**Run 1: power grid**

The bar under the picture is 20 µm long. Pins as bars on the die edge. Tap cells in gray.
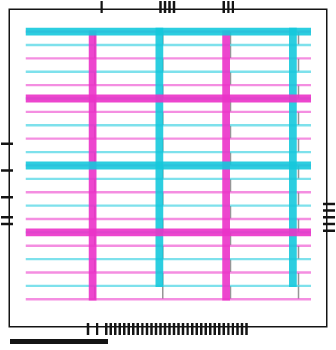
**Run 1: cell classes on the final placement**

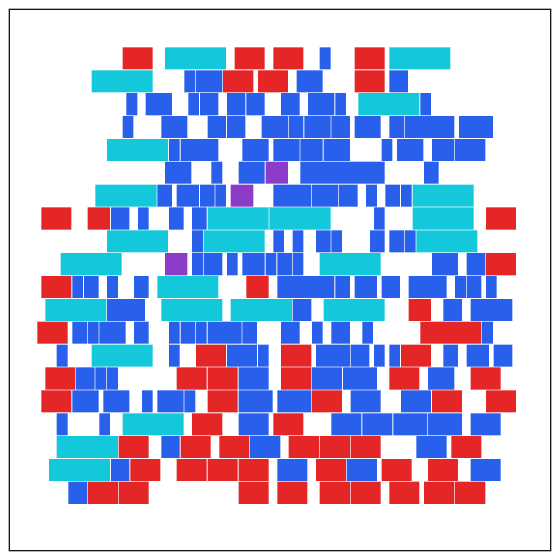
**Run 1: routed clock nets over the placement**

The bar under the picture is 20 µm long.
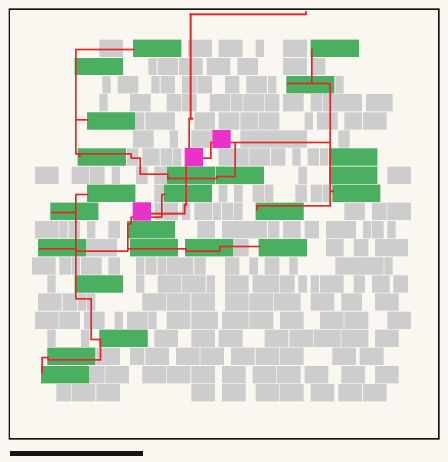
### src/rtl/counter_arbiter.sv
// counter_arbiter: round-robin sharing of one up-counter among NREQ requesters, each with its own terminal count
module counter_arbiter #(
  parameter int NREQ   = 4,
  parameter int DWIDTH = 7,
  parameter int IDW    = $clog2(NREQ)
) (
  input  logic                     clk,
  input  logic                     rst,
  input  logic [NREQ-1:0]          req_i,
  input  logic [NREQ*DWIDTH-1:0]   cnt_val_i,
  output logic [NREQ-1:0]          grant_o,
  output logic [NREQ-1:0]          done_o,
  output logic                     busy_o,
  output logic [IDW-1:0]           owner_o,
  output logic [DWIDTH-1:0]        cnt_o
);
  typedef enum logic [1:0] {IDLE, RUN, DONE} state_t;
  state_t state_q, state_d;
  logic [NREQ-1:0] grant_q, grant_d;
  logic [IDW-1:0] owner_q, owner_d, rr_q, rr_d, win;
  logic [DWIDTH-1:0] cnt_q, cnt_d, tgt_q, tgt_d, win_val;
  logic any;
  // descending scan so the last hit is the first requester at or after rr_q
  always_comb begin
    win = '0;
    any = 1'b0;
    for (int i = NREQ-1; i >= 0; i--)
      if (req_i[(int'(rr_q)+i)%NREQ]) begin
        win = IDW'((int'(rr_q)+i)%NREQ);
        any = 1'b1;
      end
  end
  assign win_val = cnt_val_i[int'(win)*DWIDTH +: DWIDTH];
  always_comb begin
    state_d = state_q;
    grant_d = grant_q;
    owner_d = owner_q;
    rr_d    = rr_q;
    cnt_d   = cnt_q;
    tgt_d   = tgt_q;
    case (state_q)
      IDLE: if (any) begin
        grant_d = NREQ'(1) << win;
        owner_d = win;
        tgt_d   = win_val;
        cnt_d   = '0;
        state_d = (win_val == '0) ? DONE : RUN;
      end
      RUN: if (cnt_q == tgt_q - DWIDTH'(1)) state_d = DONE;
           else cnt_d = cnt_q + DWIDTH'(1);
      DONE: begin
        grant_d = '0;
        rr_d    = (owner_q == IDW'(NREQ-1)) ? '0 : owner_q + IDW'(1);
        state_d = IDLE;
      end
      default: state_d = IDLE;
    endcase
  end
  always_ff @(posedge clk) begin
    if (rst) begin
      state_q <= IDLE;
      grant_q <= '0;
      owner_q <= '0;
      rr_q    <= '0;
      cnt_q   <= '0;
      tgt_q   <= '0;
    end else begin
      state_q <= state_d;
      grant_q <= grant_d;
      owner_q <= owner_d;
      rr_q    <= rr_d;
      cnt_q   <= cnt_d;
      tgt_q   <= tgt_d;
    end
  end
  assign grant_o = grant_q;
  assign done_o  = (state_q == DONE) ? grant_q : '0;
  assign busy_o  = state_q != IDLE;
  assign owner_o = owner_q;
  assign cnt_o   = cnt_q;
endmodule

### config.mk
export PLATFORM = sky130hd
export DESIGN_NAME = counter_arbiter
export DESIGN_NICKNAME = d
export VERILOG_FILES = /design/src/rtl/counter_arbiter.sv
export SDC_FILE = /design/constraint.sdc
export NUM_CORES = 1
export LEC_CHECK = 0
export CORE_MARGIN = 3
export CORE_UTILIZATION = 46
export CTS_CLUSTER_SIZE = 14
export DETAILED_ROUTE_END_ITERATION = 16
export HOLD_SLACK_MARGIN = 0.12
export PLACE_DENSITY = 0.8
export SLEW_MARGIN = 0
export SYNTH_ARGS = -nofsm -noshare
export SYNTH_HDL_FRONTEND = slang
export SYNTH_SLANG_ARGS = --single-unit
### constraint.sdc
create_clock -name clk -period 2.8 [get_ports clk]
set_input_delay 0.56 -clock clk [delete_from_list [all_inputs] [get_ports clk]]
set_output_delay 0.56 -clock clk [all_outputs]
set_load 0.02 [all_outputs]
==> impl_metrics.env, run 1 <==
# implementation run metrics
export IMPL_dr_wl_met3_um=81
export IMPL_most_common_cell="nor2_1"
export IMPL_clkSinkCount=24
export IMPL_cp_num_buf_inv=1
export IMPL_placed_cells=270
export IMPL_rr_startpoint="cnt_o[3]"
export IMPL_wl_per_cell_um=13.03
export IMPL_vdd_drop_max_mv=0.3160
export IMPL_layout_top_cell="clkdlybuf4s50_1"
export IMPL_timing_setup_tns_ps=0
export IMPL_ys_cells=182
export IMPL_track_usage_pct=18.21
export IMPL_switching_share_pct=32.59
export IMPL_holdPathStages=2
export IMPL_ys_async_sr_fraction_pct=0
export IMPL_power_density_mw_per_mm2=409.7
export IMPL_pre_cts_slack_ps=-11.28
export IMPL_ys_area_mm2=0.001560
export IMPL_use_met2_pct=32.47
export IMPL_startpoint="state_q[1]"
export IMPL_post_cts_buffers=0
export IMPL_syn_nets=219
export IMPL_tightestPinTransition_ps=415.5
export IMPL_grt_pass1_wl_um=6120
export IMPL_flops=24
export IMPL_p_seq_mw=0.402
export IMPL_drive_gt1_share_pct=9.607
export IMPL_grt_pass1_vias=1364
export IMPL_aoi_share_pct=13.95
export IMPL_ys_types=42
export IMPL_relSlewSlack_pct=72.30
export IMPL_buffers_excl_clock=55
export IMPL_seq_area_um2=480.5
export IMPL_fin_hold_ws_ps=534.8
export IMPL_wl_met2_um=1772
export IMPL_start_kind="register"
export IMPL_criticalPathCategory="reg2out"
export IMPL_syn_inst=182
export IMPL_row_count=20
export IMPL_min_to="tgt_q[6]"
export IMPL_inverters=6
export IMPL_internal_power_mw=0.5867
export IMPL_r2r_setup_slack_ps=630
export IMPL_area_growth_syn_to_layout_pct=36.17
export IMPL_mostFrequentLayoutCells="clkdlybuf4s50_1 (51), nor2_1 (33), dfxtp_1 (24), a21oi_1 (15), mux2i_1 (14)"
export IMPL_dr_first_iter_drc_count=69
export IMPL_adder_share_pct=2.406
export IMPL_wl_met1_um=1688
export IMPL_cts_tree="done"
export IMPL_critical_path_max_stage_delay_ps=600
export IMPL_post_dp_hpwl_um=2864
export IMPL_cap_violations=0
export IMPL_nNetsFinal=268
export IMPL_total_power_mw=0.8704
export IMPL_cts_root_buf="clkbuf_4"
export IMPL_flop_cell="dfxtp_1"
export IMPL_overflow=0
export IMPL_edf_count=0
export IMPL_cts_buffer_depth=2
export IMPL_drc=0
export IMPL_clock_area_share_pct=1.060
export IMPL_rsz0062_at_grt="false"
export IMPL_setup_slack_ps=316.9
export IMPL_via_per_inst=5.059
export IMPL_slew_violations=0
export IMPL_status="finished, final reports clean"
export IMPL_ant_nets=0
export IMPL_firstDrtPassIters=4
export IMPL_boundaryPins=52
export IMPL_comb_power_share_pct=36.8
export IMPL_common_cells="nor2_1 (33), dfxtp_1 (24), a21oi_1 (15)"
export IMPL_placed_area_mm2=0.002102
export IMPL_yosys_warnings=0
export IMPL_min_from="tgt_q[6]"
export IMPL_comb_multi_input_count=141
export IMPL_tapCellCount=44
export IMPL_warning_count=26
export IMPL_p_sw_mw=0.2836
export IMPL_seq_share_pct=22.61
export IMPL_nClkBuffers=3
export IMPL_min_path_type="reg2reg"
export IMPL_dieArea_mm2=0.004127
export IMPL_busiest_layer="met2"
export IMPL_sh_comb_area_pct=46.64
export IMPL_antenna_found_initial=0
export IMPL_leakagePower_nw=0.7891
export IMPL_postSynthAreaPerCell_um2=8.573
About 'power grid':
[VDD] cyan
[VSS] magenta
met5 straps: 4
met4 straps: 4
Chip Width: 64.24 µm
die extent in y: 64.24 µm
Core ar.: 0.003153 mm²

About 'cell classes on the final placement':
[flops] cyan | cells: 24 | share of their area: 23%
[clock drivers] purple | cells: 3 | share of their area: 1.1%
[other buffers and delay cells] red | cells: 55 | share of their area: 27%
[combinational and other logic] blue | cells: 147 | share of their area: 49%
fin util: 67.38%
Design Area, Final: 0.002125 mm²

About 'routed clock nets over the placement':
[clock wires] red | length: 272 µm
[flip-flops] green | count: 24
[clock drivers] magenta | count: 3
routed clock nets: 4
worst skew pair latency: 310 ps
Clk power: 0.148 mW
Clk pwr share: 17.0%
clock skew: 5.877 ps

**Run 1: routed metal, one color a layer**

The bar under the picture is 20 µm long. Only two layers are drawn.
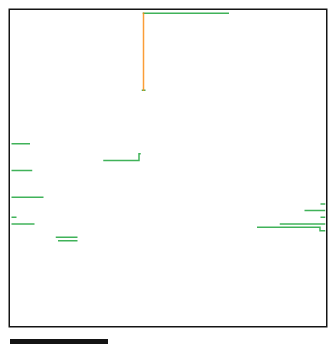

==> run 2, diff against run 1 <==
--- a/config.mk
+++ b/config.mk
@@ -5,11 +5,11 @@
 export SDC_FILE = /design/constraint.sdc
 export NUM_CORES = 1
 export LEC_CHECK = 0
-export CORE_MARGIN = 3
 export CORE_UTILIZATION = 46
 export CTS_CLUSTER_SIZE = 14
 export DETAILED_ROUTE_END_ITERATION = 16
 export HOLD_SLACK_MARGIN = 0.12
+export MAX_ROUTING_LAYER = met4
 export PLACE_DENSITY = 0.8
 export SLEW_MARGIN = 0
 export SYNTH_ARGS = -nofsm -noshare
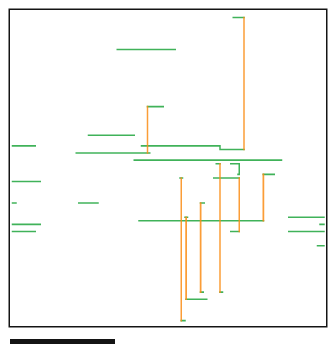
**Above:** run 2 (routed metal, one color a layer).
The bar under the picture is 20 µm long. Only two layers are drawn.
[metal 4] orange | wire length: 137 µm
[metal 3] green | wire length: 169 µm
Post-Route WL: 3830 µm
drt wl/cell: 14.03 µm
via count: 1466

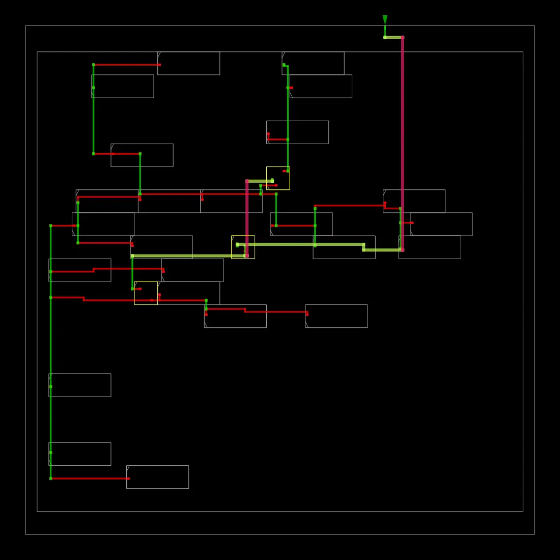
**Above:** run 2 (clock wiring as the flow saved it).
clk sinks: 24
CTS Buf Count: 3

==> impl_metrics.env, run 2 <==
# implementation run metrics
export IMPL_dieArea_mm2=0.003629
export IMPL_relSlewSlack_pct=74.03
export IMPL_antenna_found_initial=0
export IMPL_layout_top_cell="clkdlybuf4s50_1"
export IMPL_wl_met2_um=2014
export IMPL_busiest_layer="met2"
export IMPL_most_common_cell="nor2_1"
export IMPL_ys_cells=182
export IMPL_min_path_type="reg2reg"
export IMPL_nClkBuffers=3
export IMPL_overflow=0
export IMPL_clock_area_share_pct=1.060
export IMPL_p_seq_mw=0.403
export IMPL_fin_hold_ws_ps=545.0
export IMPL_boundaryPins=52
export IMPL_track_usage_pct=24.04
export IMPL_drc=0
export IMPL_power_density_mw_per_mm2=412.5
export IMPL_buffers_excl_clock=55
export IMPL_comb_power_share_pct=37.1
export IMPL_cts_tree="done"
export IMPL_total_power_mw=0.8764
export IMPL_syn_nets=219
export IMPL_flop_cell="dfxtp_1"
export IMPL_cp_num_buf_inv=2
export IMPL_min_from="tgt_q[6]"
export IMPL_row_count=20
export IMPL_status="finished, final reports clean"
export IMPL_comb_multi_input_count=141
export IMPL_adder_share_pct=2.406
export IMPL_placed_cells=270
export IMPL_rr_startpoint="tgt_q[0]"
export IMPL_timing_setup_tns_ps=0
export IMPL_ys_async_sr_fraction_pct=0
export IMPL_use_met2_pct=42.39
export IMPL_power_frac_clock_pct=16.9
export IMPL_criticalPathCategory="in2reg"
export IMPL_fin_skew_ps=2.289
export IMPL_aoi_share_pct=13.95
export IMPL_dr_wl_met3_um=168
export IMPL_via_per_inst=5.370
export IMPL_tightestPinTransition_ps=389.6
export IMPL_post_cts_buffers=0
export IMPL_fin_area_mm2=0.002125
export IMPL_final_cells=273
export IMPL_slew_violations=0
export IMPL_leakagePower_nw=0.7891
export IMPL_placed_area_mm2=0.002102
export IMPL_post_dp_hpwl_um=3063
export IMPL_setup_slack_ps=282.2
export IMPL_mostFrequentLayoutCells="clkdlybuf4s50_1 (51), nor2_1 (33), dfxtp_1 (24), a21oi_1 (15), mux2i_1 (14)"
export IMPL_vdd_drop_max_mv=0.3113
export IMPL_ant_nets=0
export IMPL_postSynthAreaPerCell_um2=8.573
export IMPL_dr_first_iter_drc_count=80
export IMPL_wl_met1_um=1510
export IMPL_ys_types=42
export IMPL_nNetsFinal=268
export IMPL_critical_path_max_stage_delay_ps=480
export IMPL_inverters=6
export IMPL_common_cells="nor2_1 (33), dfxtp_1 (24), a21oi_1 (15)"
export IMPL_rsz0062_at_grt="false"
export IMPL_cts_buffer_depth=2
export IMPL_start_kind="primary input"
export IMPL_clk_latency_ps=310
export IMPL_p_clk_mw=0.148
export IMPL_cap_violations=0
export IMPL_slowest_stage="clkdlybuf4s50_1"
export IMPL_cts_root_buf="clkbuf_4"
export IMPL_seq_share_pct=22.61
export IMPL_drive_gt1_share_pct=9.607
export IMPL_internal_power_mw=0.5875
export IMPL_grt_pass1_wl_um=6258
export IMPL_edf_count=0
export IMPL_syn_inst=182
export IMPL_firstDrtPassIters=5
export IMPL_p_sw_mw=0.2888
export IMPL_r2r_setup_slack_ps=600
export IMPL_pre_cts_slack_ps=-28.32
export IMPL_warning_count=26
export IMPL_min_to="tgt_q[6]"
export IMPL_tapCellCount=44
**Run 2: cell classes on the final placement**

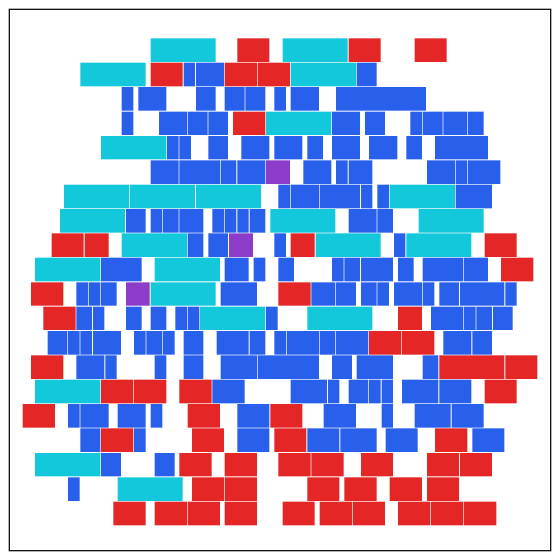

==> run 3, diff against run 2 <==
--- a/config.mk
+++ b/config.mk
@@ -5,12 +5,14 @@
 export SDC_FILE = /design/constraint.sdc
 export NUM_CORES = 1
 export LEC_CHECK = 0
+export CORE_ASPECT_RATIO = 1.5
 export CORE_UTILIZATION = 46
 export CTS_CLUSTER_SIZE = 14
 export DETAILED_ROUTE_END_ITERATION = 16
 export HOLD_SLACK_MARGIN = 0.12
 export MAX_ROUTING_LAYER = met4
 export PLACE_DENSITY = 0.8
+export REMOVE_ABC_BUFFERS = 1
 export SLEW_MARGIN = 0
 export SYNTH_ARGS = -nofsm -noshare
 export SYNTH_HDL_FRONTEND = slang
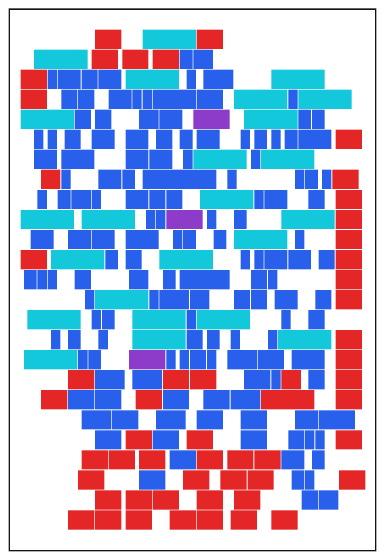
**Above:** run 3 (cell classes on the final placement).
[combinational and other logic] blue | cells: 147 | share of their area: 49%
[flops] cyan | cells: 24 | share of their area: 23%
[other buffers and delay cells] red | cells: 54 | share of their area: 26%
[clock drivers] purple | cells: 3 | share of their area: 2.0%
fin util: 66.78%
Design Area, Final: 0.002131 mm²
Seq/total area: 22.55%

==> impl_metrics.env, run 3 <==
# implementation run metrics
export IMPL_status="finished, final reports clean"
export IMPL_buffers_excl_clock=54
export IMPL_r2r_setup_slack_ps=620
export IMPL_cts_buffer_depth=2
export IMPL_leakagePower_nw=0.7920
export IMPL_path_common_cell="a21oi_1"
export IMPL_syn_inst=182
export IMPL_holdPathStages=2
export IMPL_switching_share_pct=31.98
export IMPL_wl_met1_um=1379
export IMPL_comb_multi_input_count=141
export IMPL_topCellsByArea="dfxtp_1 (31%), mux2i_1 (9.0%), nor2_1 (7.9%)"
export IMPL_slowest_stage="clkdlybuf4s50_1"
export IMPL_drive_gt1_share_pct=9.211
export IMPL_inverters=6
export IMPL_flop_cell="dfxtp_1"
export IMPL_min_to="owner_o[1]"
export IMPL_final_cells=268
export IMPL_relSlewSlack_pct=65.57
export IMPL_xor_share_pct=7.859
export IMPL_fp_dieW_um=49.55
export IMPL_cts_root_buf="clkbuf_8"
export IMPL_p_seq_mw=0.403
export IMPL_flops=24
export IMPL_logic_family="simple AND/OR/NAND/NOR gates"
export IMPL_slew_violations=0
export IMPL_post_dp_hpwl_um=2902
export IMPL_clkSlewWorstSetupHoldPaths_ps=80
export IMPL_path_cells="clkdlybuf4s50_1 > a21o_1 > a21oi_1 > o22a_1 > buf_12 > mux2i_1 > mux2_2 > nand4_1 > or3_1 > a21oi_1"
export IMPL_ys_cells=182
export IMPL_drc=0
export IMPL_via_per_inst=5.336
export IMPL_wl_met2_um=2180
export IMPL_overflow=0
export IMPL_pre_cts_slack_ps=-27.64
export IMPL_die_h_um=73.33
export IMPL_dieArea_mm2=0.003634
export IMPL_timing_setup_tns_ps=0
export IMPL_core_area_mm2=0.003191
export IMPL_post_cts_buffers=0
export IMPL_adder_share_pct=2.406
export IMPL_placed_cells=265
export IMPL_rsz0062_at_grt="false"
export IMPL_cp_required_ps=3000
export IMPL_p_sw_mw=0.2960
export IMPL_cts_tree="done"
export IMPL_row_count=25
export IMPL_nNetsFinal=267
export IMPL_setup_slack_ps=263.3
export IMPL_layout_top_cell="clkdlybuf4s50_1"
export IMPL_sh_comb_area_pct=46.51
export IMPL_min_path_type="reg2reg"
export IMPL_p_clk_mw=0.204
export IMPL_min_from="owner_o[1]"
export IMPL_vdd_drop_max_mv=0.3652
export IMPL_most_common_cell="nor2_1"
export IMPL_grt_pass1_vias=1383
export IMPL_dr_wl_met3_um=69
export IMPL_dr_first_iter_drc_count=39
export IMPL_mostFrequentLayoutCells="clkdlybuf4s50_1 (51), nor2_1 (33), dfxtp_1 (24), a21oi_1 (15), mux2i_1 (14)"
export IMPL_track_usage_pct=22.42
export IMPL_internal_power_mw=0.6296
export IMPL_fin_skew_ps=2.422
export IMPL_tightestPinTransition_ps=516.5
export IMPL_area_growth_syn_to_layout_pct=36.57
export IMPL_aoi_share_pct=13.95
export IMPL_power_density_mw_per_mm2=434.4
export IMPL_seq_area_um2=480.5
export IMPL_cp_num_buf_inv=2
export IMPL_comb_power_share_pct=34.3
export IMPL_pwr_share_seq_pct=43.6
export IMPL_clkSinkCount=24
export IMPL_boundaryPins=52
export IMPL_fin_hold_ws_ps=524.8
export IMPL_critical_path_max_stage_delay_ps=480
export IMPL_ys_types=42
export IMPL_firstDrtPassIters=4
export IMPL_ys_async_sr_fraction_pct=0
export IMPL_total_power_mw=0.9255
export IMPL_warning_count=25
export IMPL_clock_area_share_pct=1.938
export IMPL_start_kind="primary input"
export IMPL_ys_seq_share_pct=30.79
export IMPL_rr_startpoint="cnt_o[3]"
export IMPL_grt_pass1_wl_um=6058
export IMPL_busiest_layer="met2"
export IMPL_criticalPathCategory="in2reg"
export IMPL_antenna_found_initial=0
export IMPL_cts_buffers=3
export IMPL_ant_nets=0
export IMPL_nClkBuffers=3
export IMPL_tapCellCount=40
export IMPL_power_top_group="registers"
export IMPL_fp_utilization_pct=48.90
export IMPL_use_met2_pct=45.35
export IMPL_power_frac_clock_pct=22.1
export IMPL_cap_violations=0
export IMPL_fin_crit_ps=2537
export IMPL_ys_sh_mux_pct=14.03
export IMPL_startpoint="req_i[0]"
export IMPL_placed_area_mm2=0.002090
export IMPL_clk_latency_ps=270
export IMPL_path_depth=10
export IMPL_edf_count=0
export IMPL_common_cells="nor2_1 (33), dfxtp_1 (24), a21oi_1 (15)"
export IMPL_ys_area_mm2=0.001560
export IMPL_postSynthAreaPerCell_um2=8.573
export IMPL_yosys_warnings=0
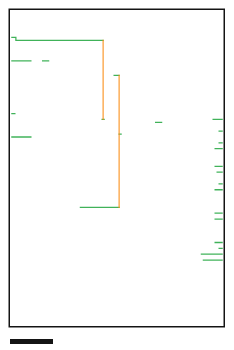
**Above:** run 3 (routed metal, one color a layer).
The bar under the picture is 10 µm long. Only two layers are drawn.
[metal 3] green | wire length: 69.5 µm
[metal 4] orange | wire length: 49.0 µm
Post-Route WL: 3678 µm
drt wl/cell: 13.72 µm
via count: 1430

Power is estimated from default activity; no workload was simulated.
